Fig. 1: I/O pins on the die edge
Pins as bars across the die edge, other pins in grey.
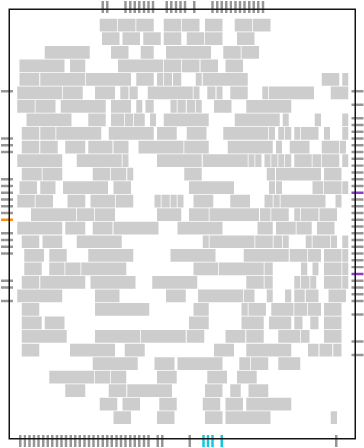
Fig. 2: cell classes on the final placement
Fill, decap, tap and diode cells in grey.
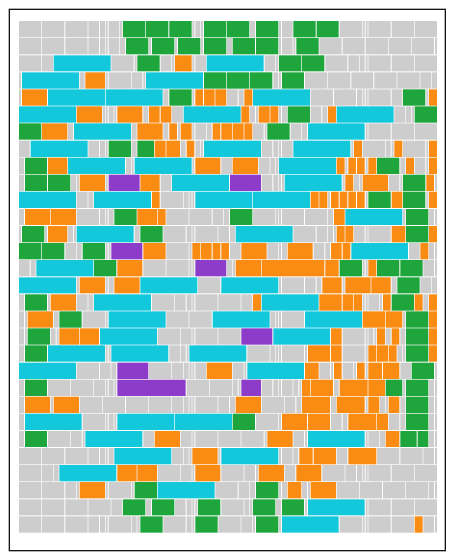
Fig. 3: metal layers overlaid
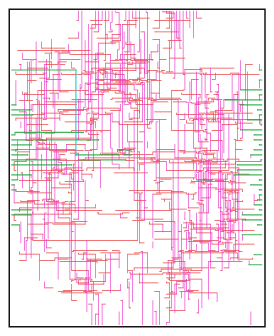
Fig. 4: clock distribution
Scale bar: 20 µm.
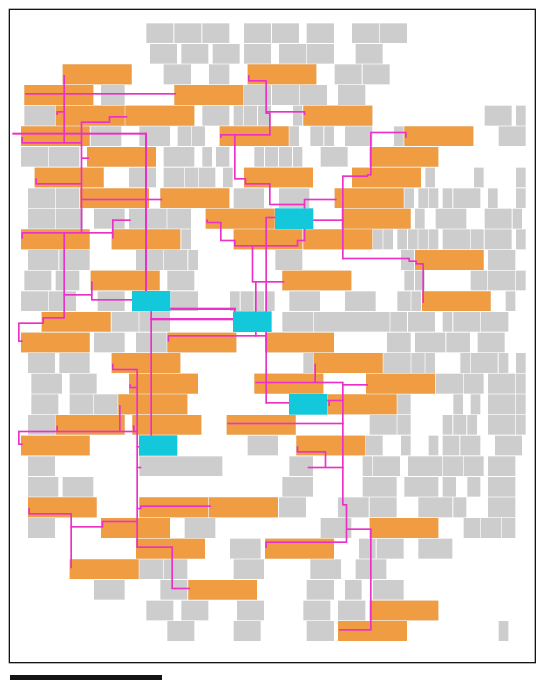
Fig. 5: cell placement
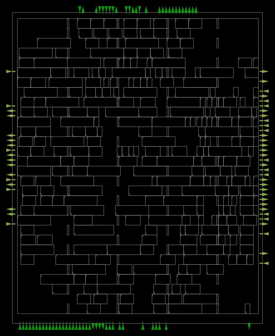
<file path="src/rtl/vga_axil_pkg.sv">
// Shared types and register map for the VGA AXI-Lite register block.
// The VGA_AXIL_FRAME_CNT_EN macro adds the FRAME_CNT register at 0x8.
package vga_axil_pkg;

  localparam int ADDR_W  = 8;
  localparam int DATA_W  = 32;
  localparam int CTRL_W  = 2;
  localparam int COLOR_W = 12;

  typedef logic [ADDR_W-1:0] axil_addr_t;
  typedef logic [DATA_W-1:0] axil_data_t;
  typedef logic [1:0]        axil_resp_t;

  typedef enum logic [1:0] {
    RESP_OKAY   = 2'b00,
    RESP_EXOKAY = 2'b01,
    RESP_SLVERR = 2'b10,
    RESP_DECERR = 2'b11
  } axil_resp_e;

  localparam axil_addr_t OFS_CTRL  = 8'h00;
  localparam axil_addr_t OFS_COLOR = 8'h04;
  localparam axil_addr_t OFS_FCNT  = 8'h08;
  localparam axil_addr_t OFS_ID    = 8'h0C;

  localparam int CTRL_EN_BIT = 0;
  localparam int CTRL_TP_BIT = 1;

  function automatic logic [1:0] word_idx(axil_addr_t a);
    return a[3:2];
  endfunction

  function automatic logic in_range(axil_addr_t a);
    return a[ADDR_W-1:4] == '0;
  endfunction

  // One-hot register select; all zero for addresses above the map.
  function automatic logic [3:0] reg_sel(axil_addr_t a);
    return in_range(a) ? (4'b0001 << word_idx(a)) : 4'b0000;
  endfunction

endpackage

</file>
<file path="src/rtl/vga_axil_regs.sv">
// AXI-Lite slave holding VGA control, background colour, frame count and ID.
// Define VGA_AXIL_FRAME_CNT_EN to implement FRAME_CNT; otherwise 0x8 is unmapped.
module vga_axil_regs
  import vga_axil_pkg::*;
#(
  parameter logic [31:0] ID_VALUE = 32'h5647_4131
) (
  input  logic        clk,
  input  logic        arst_n,
  input  axil_addr_t  araddr,
  input  axil_addr_t  awaddr,
  input  logic        arvalid,
  input  logic        awvalid,
  input  logic        wvalid,
  input  logic        rready,
  input  logic        bready,
  input  axil_data_t  wdata,
  input  logic [3:0]  wstrb,
  output logic        arready,
  output logic        awready,
  output logic        wready,
  output logic        rvalid,
  output logic        bvalid,
  output axil_data_t  rdata,
  output axil_resp_t  rresp,
  output axil_resp_t  bresp,
  input  logic        frame_done_i,
  output logic        enable_o,
  output logic        test_pattern_o,
  output logic [11:0] bg_color_o
);

  typedef enum logic [1:0] {
    W_IDLE, W_GOT_AW, W_GOT_W, W_RESP
  } w_state_e;

  typedef enum logic {
    R_IDLE, R_RESP
  } r_state_e;

  w_state_e w_state_q, w_state_d;
  r_state_e r_state_q, r_state_d;

  logic              rdy_en_q;
  axil_addr_t        aw_addr_q;
  axil_data_t        w_data_q;
  logic [3:0]        w_strb_q;
  logic [CTRL_W-1:0] ctrl_q;
  logic [COLOR_W-1:0] color_q;
  axil_resp_t        bresp_q;
  axil_data_t        rdata_q;
  axil_resp_t        rresp_q;

  logic       aw_hs, w_hs, ar_hs;
  logic       do_wr, wr_ok;
  axil_addr_t wa;
  axil_data_t wd;
  logic [3:0] ws;
  logic [3:0] wsel, rsel;
  axil_data_t rd_data;
  axil_resp_t rd_resp;

  // Readies stay low until the first edge after reset release.
  assign awready = rdy_en_q &
                   (w_state_q == W_IDLE || w_state_q == W_GOT_W);
  assign wready  = rdy_en_q &
                   (w_state_q == W_IDLE || w_state_q == W_GOT_AW);
  assign bvalid  = (w_state_q == W_RESP);
  assign arready = rdy_en_q & (r_state_q == R_IDLE);
  assign rvalid  = (r_state_q == R_RESP);

  assign aw_hs = awvalid & awready;
  assign w_hs  = wvalid & wready;
  assign ar_hs = arvalid & arready;

  assign wa = aw_hs ? awaddr : aw_addr_q;
  assign wd = w_hs ? wdata : w_data_q;
  assign ws = w_hs ? wstrb : w_strb_q;

  assign wsel  = reg_sel(wa);
  assign wr_ok = (wsel[0] | wsel[1]) & (ws == 4'hF);

  always_comb begin
    w_state_d = w_state_q;
    do_wr     = 1'b0;
    unique case (w_state_q)
      W_IDLE: begin
        if (aw_hs && w_hs) begin
          w_state_d = W_RESP;
          do_wr     = 1'b1;
        end else if (aw_hs) begin
          w_state_d = W_GOT_AW;
        end else if (w_hs) begin
          w_state_d = W_GOT_W;
        end
      end
      W_GOT_AW: begin
        if (w_hs) begin
          w_state_d = W_RESP;
          do_wr     = 1'b1;
        end
      end
      W_GOT_W: begin
        if (aw_hs) begin
          w_state_d = W_RESP;
          do_wr     = 1'b1;
        end
      end
      W_RESP: begin
        if (bready) w_state_d = W_IDLE;
      end
      default: w_state_d = W_IDLE;
    endcase
  end

  always_comb begin
    r_state_d = r_state_q;
    unique case (r_state_q)
      R_IDLE:  if (ar_hs) r_state_d = R_RESP;
      R_RESP:  if (rready) r_state_d = R_IDLE;
      default: r_state_d = R_IDLE;
    endcase
  end

`ifdef VGA_AXIL_FRAME_CNT_EN
  axil_data_t frame_cnt_q;

  always_ff @(posedge clk or negedge arst_n) begin
    if (!arst_n) begin
      frame_cnt_q <= '0;
    end else if (frame_done_i) begin
      frame_cnt_q <= frame_cnt_q + 32'd1;
    end
  end
`endif

  assign rsel = reg_sel(araddr);

  always_comb begin
    rd_data = '0;
    rd_resp = RESP_SLVERR;
    unique case (1'b1)
      rsel[0]: begin
        rd_data = axil_data_t'(ctrl_q);
        rd_resp = RESP_OKAY;
      end
      rsel[1]: begin
        rd_data = axil_data_t'(color_q);
        rd_resp = RESP_OKAY;
      end
`ifdef VGA_AXIL_FRAME_CNT_EN
      rsel[2]: begin
        rd_data = frame_cnt_q;
        rd_resp = RESP_OKAY;
      end
`endif
      rsel[3]: begin
        rd_data = ID_VALUE;
        rd_resp = RESP_OKAY;
      end
      default: ;
    endcase
  end

  always_ff @(posedge clk or negedge arst_n) begin
    if (!arst_n) begin
      rdy_en_q  <= 1'b0;
      w_state_q <= W_IDLE;
      r_state_q <= R_IDLE;
      aw_addr_q <= '0;
      w_data_q  <= '0;
      w_strb_q  <= '0;
      ctrl_q    <= '0;
      color_q   <= '0;
      bresp_q   <= RESP_OKAY;
      rdata_q   <= '0;
      rresp_q   <= RESP_OKAY;
    end else begin
      rdy_en_q  <= 1'b1;
      w_state_q <= w_state_d;
      r_state_q <= r_state_d;
      if (aw_hs) aw_addr_q <= awaddr;
      if (w_hs) begin
        w_data_q <= wdata;
        w_strb_q <= wstrb;
      end
      if (do_wr) begin
        bresp_q <= wr_ok ? RESP_OKAY : RESP_SLVERR;
        if (wr_ok && wsel[0]) ctrl_q  <= wd[CTRL_W-1:0];
        if (wr_ok && wsel[1]) color_q <= wd[COLOR_W-1:0];
      end
      if (ar_hs) begin
        rdata_q <= rd_data;
        rresp_q <= rd_resp;
      end
    end
  end

  assign bresp          = bresp_q;
  assign rdata          = rdata_q;
  assign rresp          = rresp_q;
  assign enable_o       = ctrl_q[CTRL_EN_BIT];
  assign test_pattern_o = ctrl_q[CTRL_TP_BIT];
  assign bg_color_o     = color_q;

  logic unused_bits;
`ifdef VGA_AXIL_FRAME_CNT_EN
  assign unused_bits = ^{araddr[1:0], wa[1:0], wd[31:12],
                         wsel[3:2]};
`else
  assign unused_bits = ^{frame_done_i, araddr[1:0], wa[1:0],
                         wd[31:12], wsel[3:2], rsel[2]};
`endif

endmodule

</file>
<file path="config.mk">
export PLATFORM = sky130hd
export DESIGN_NAME = vga_axil_regs
export DESIGN_NICKNAME = d
export VERILOG_FILES = /design/src/rtl/vga_axil_pkg.sv /design/src/rtl/vga_axil_regs.sv
export SDC_FILE = /design/constraint.sdc
export NUM_CORES = 1
export LEC_CHECK = 0
export CAP_MARGIN = 20
export CORE_ASPECT_RATIO = 1.25
export CORE_UTILIZATION = 45
export CTS_CLUSTER_SIZE = 12
export DETAILED_ROUTE_END_ITERATION = 7
export HOLD_SLACK_MARGIN = 0.15
export PLACE_DENSITY = 0.92
export SETUP_SLACK_MARGIN = 0.15
export SYNTH_ARGS = -nofsm -noshare
export SYNTH_HDL_FRONTEND = slang
export SYNTH_SLANG_ARGS = --single-unit
</file>
<file path="constraint.sdc">
create_clock -name clk -period 6.3 [get_ports clk]
set_input_delay 1.26 -clock clk [delete_from_list [all_inputs] [get_ports clk]]
set_output_delay 1.26 -clock clk [all_outputs]
set_load 0.03 [all_outputs]
</file>
==> results.cfg <==
; implementation run metrics
[outcome]
status = finished, final reports clean

[global_routing]
antenna_found_initial = 0
gr-total-overflow = 0
grt_pass1_vias = 1856
grt_pass1_wl_um = 8638
grtUsageTotal_pct = 18.38

[job]
max-cap-violations = 0
warnings = 55

[placement]
io_buffers = 76

[critical_path]
startpoint = awvalid
crit_path_top_delay_cell = a2111oi_4
cp.arrival_ns = 3.95
cp.required_ns = 6.49

[sta]
finalCritPeriodShare_pct = 59.72
fmax_mhz = 265.8

[power_and_ir_drop]
pwr-share-comb_pct = 33.1
pwr-share-seq_pct = 44.1
p_int_mw = 0.7343
top_power_group = sequential cells
powerDensity_nw_per_um2 = 320.1
ir_drop_uv = 209.0
p_leak_nw = 1.520
seq_power_mw = 0.476

[clock_network]
cts-buffers-inserted = 5
clock-sinks = 55
cts_hold_buf = 0

[synthesis]
ys_sh_simple_pct = 8.863
yosys.stat.chipArea_um2 = 2541
syn_avg_cell_area_um2 = 11.76
syn_inst = 216
ys_sh_xor_pct = 0

[hold_path]
hold_class = reg2reg

[detailed_routing]
drc_errors = 0
first_pass_iters = 4

[finish]
layout-drive-gt1-share_pct = 16.08
syn_to_final_growth_pct = 32.64
## Picture notes: Fig. 1
legend:
  `wstrb`:
    colour: cyan
    pins: 4
    direction: input
    edge: south
  `bresp`:
    colour: purple
    pins: 2
    direction: output
    edge: east
  `test_pattern_o`:
    colour: orange
    pins: 1
    direction: output
    edge: west
all pins by edge: 37 south, 33 east, 27 north, 18 west
Die X: 69.22 µm
Die Height: 86.02 µm

## Picture notes: Fig. 2
legend:
  combinational and other logic:
    colour: orange
    cells: 144
  sequential cells:
    colour: cyan
    cells: 55
  clock drivers and dummy loads:
    colour: purple
    cells: 8
  remaining buffers and delay cells:
    colour: green
    cells: 79

## Picture notes: Fig. 3
legend:
  metal 1:
    colour: red
    wire_length: 2110 µm
  metal 2:
    colour: magenta
    wire_length: 2740 µm
  metal 4:
    colour: cyan
    wire_length: 23.1 µm
  metal 3:
    colour: green
    wire_length: 267 µm

## Picture notes: Fig. 4
legend:
  clock wires:
    colour: magenta
    length: 597 µm
  flip-flops:
    colour: orange
    count: 55
  clock drivers:
    colour: cyan
    count: 5
flops lie: all over the die
clk latency late pin: 0.30 ns
Final Skew: 0.008678 ns
Clk power: 0.246 mW

## Picture notes: Fig. 5
fin util: 61.93%
Well-Tap Cells: 64

-- stage by stage --
step           area, µm²  utilization (%)  setup slack [ns]  total power, mW  std cells
6_report            3371            61.93             2.538            1.079        350
5_1_grt             3371            61.93             2.373            1.147        350
4_1_cts             3371            61.93             2.511            1.089        350
3_5_place_dp        3249            59.70             2.190           0.8446        342
3_3_place_gp        3249            59.70             2.226           0.8230        342
2_1_floorplan       2586                -             3.177           0.7341        228
-- flip-flops by register name, summed over array words and instances, names as in the netlist --
| register | cells |
|---|---|
| rdy_en_q | 1 |
| rresp | 1 |
| w_strb_q | 4 |
| aw_addr_q | 6 |
| ctrl_q | 2 |
| w_data_q | 12 |
| w_state_q | 2 |
| bg_color_o | 12 |
| rvalid | 1 |
| bresp | 1 |
| rdata | 13 |
-- cell type report --
cell class	instances	area, µm²
clock inverter	2	38.79
sequential	55	1376
timing repair buffer	79	778.2
tap	64	80.08
inverter	6	22.52
fill	433	2072
multi-input combinational	138	992.2
clock buffer	6	82.58
-- metal layers --
| metal | track usage [%] | up-vias | part of all wire (%) | routed length, µm |
|---|---|---|---|---|
| li1 | - | 850 | - | - |
| met1 | 21.57 | 880 | 41 | 2113 |
| met2 | 33.45 | 59 | 53 | 2735 |
| met3 | 3.995 | 2 | 5.2 | 267 |
| met4 | 5.751 | 0 | 0.45 | 23 |
| met5 | 0 | - | 0 | 0 |
-- path summary, 6_finish.rpt --
check                                 endpoint  slack (ns)  depth (start not counted)
worst min register to register    aw_addr_q[5]        0.49                          2
worst max register to register  bg_color_o[10]        3.01                          6
max in group asynchronous         aw_addr_q[2]        4.77                          2
worst max-delay path            bg_color_o[10]        2.54                          5
worst min-delay path              aw_addr_q[5]        0.49                          2
min in group asynchronous         w_state_q[0]        1.07                          2
-- worst reg2reg max path, stage by stage (launching register included) --
cell and delay (ns):
dfrtp_1 0.39, inv_1 0.10, ha_1 0.27, o211ai_1 0.69
nand3_1 0.30, a2111oi_4 1.00, mux2_2 0.42
-- synth_stat cells --
master | count | area share, %
a2111oi_4 | 1 | 1.1
o21a_1 | 1 | 0.30
buf_4 | 21 | 6.2
and2_1 | 1 | 0.25
a311oi_1 | 1 | 0.34
nor2_1 | 8 | 1.2
or3_4 | 1 | 0.44
nand4_1 | 2 | 0.49
a22o_1 | 9 | 3.1
or4_1 | 1 | 0.30
or4_4 | 1 | 0.44
nor2b_1 | 2 | 0.49
conb_1 | 2 | 0.30
mux2i_1 | 6 | 2.4
nand3_1 | 2 | 0.39
clkbuf_1 | 7 | 1.0
a21oi_1 | 5 | 0.98
inv_1 | 6 | 0.89
nor4_1 | 1 | 0.25
nand2_1 | 27 | 4.0
o21ai_0 | 11 | 2.2
o22ai_1 | 1 | 0.25
nor3_1 | 2 | 0.39
o211ai_1 | 2 | 0.59
ha_1 | 5 | 2.5
dfrtp_1 | 55 | 54
buf_6 | 1 | 0.44
a311o_1 | 1 | 0.39
mux2_2 | 31 | 14
o2111ai_1 | 1 | 0.34
and3_1 | 1 | 0.25
No activity file was given, so power comes from the tool's default toggle rates.
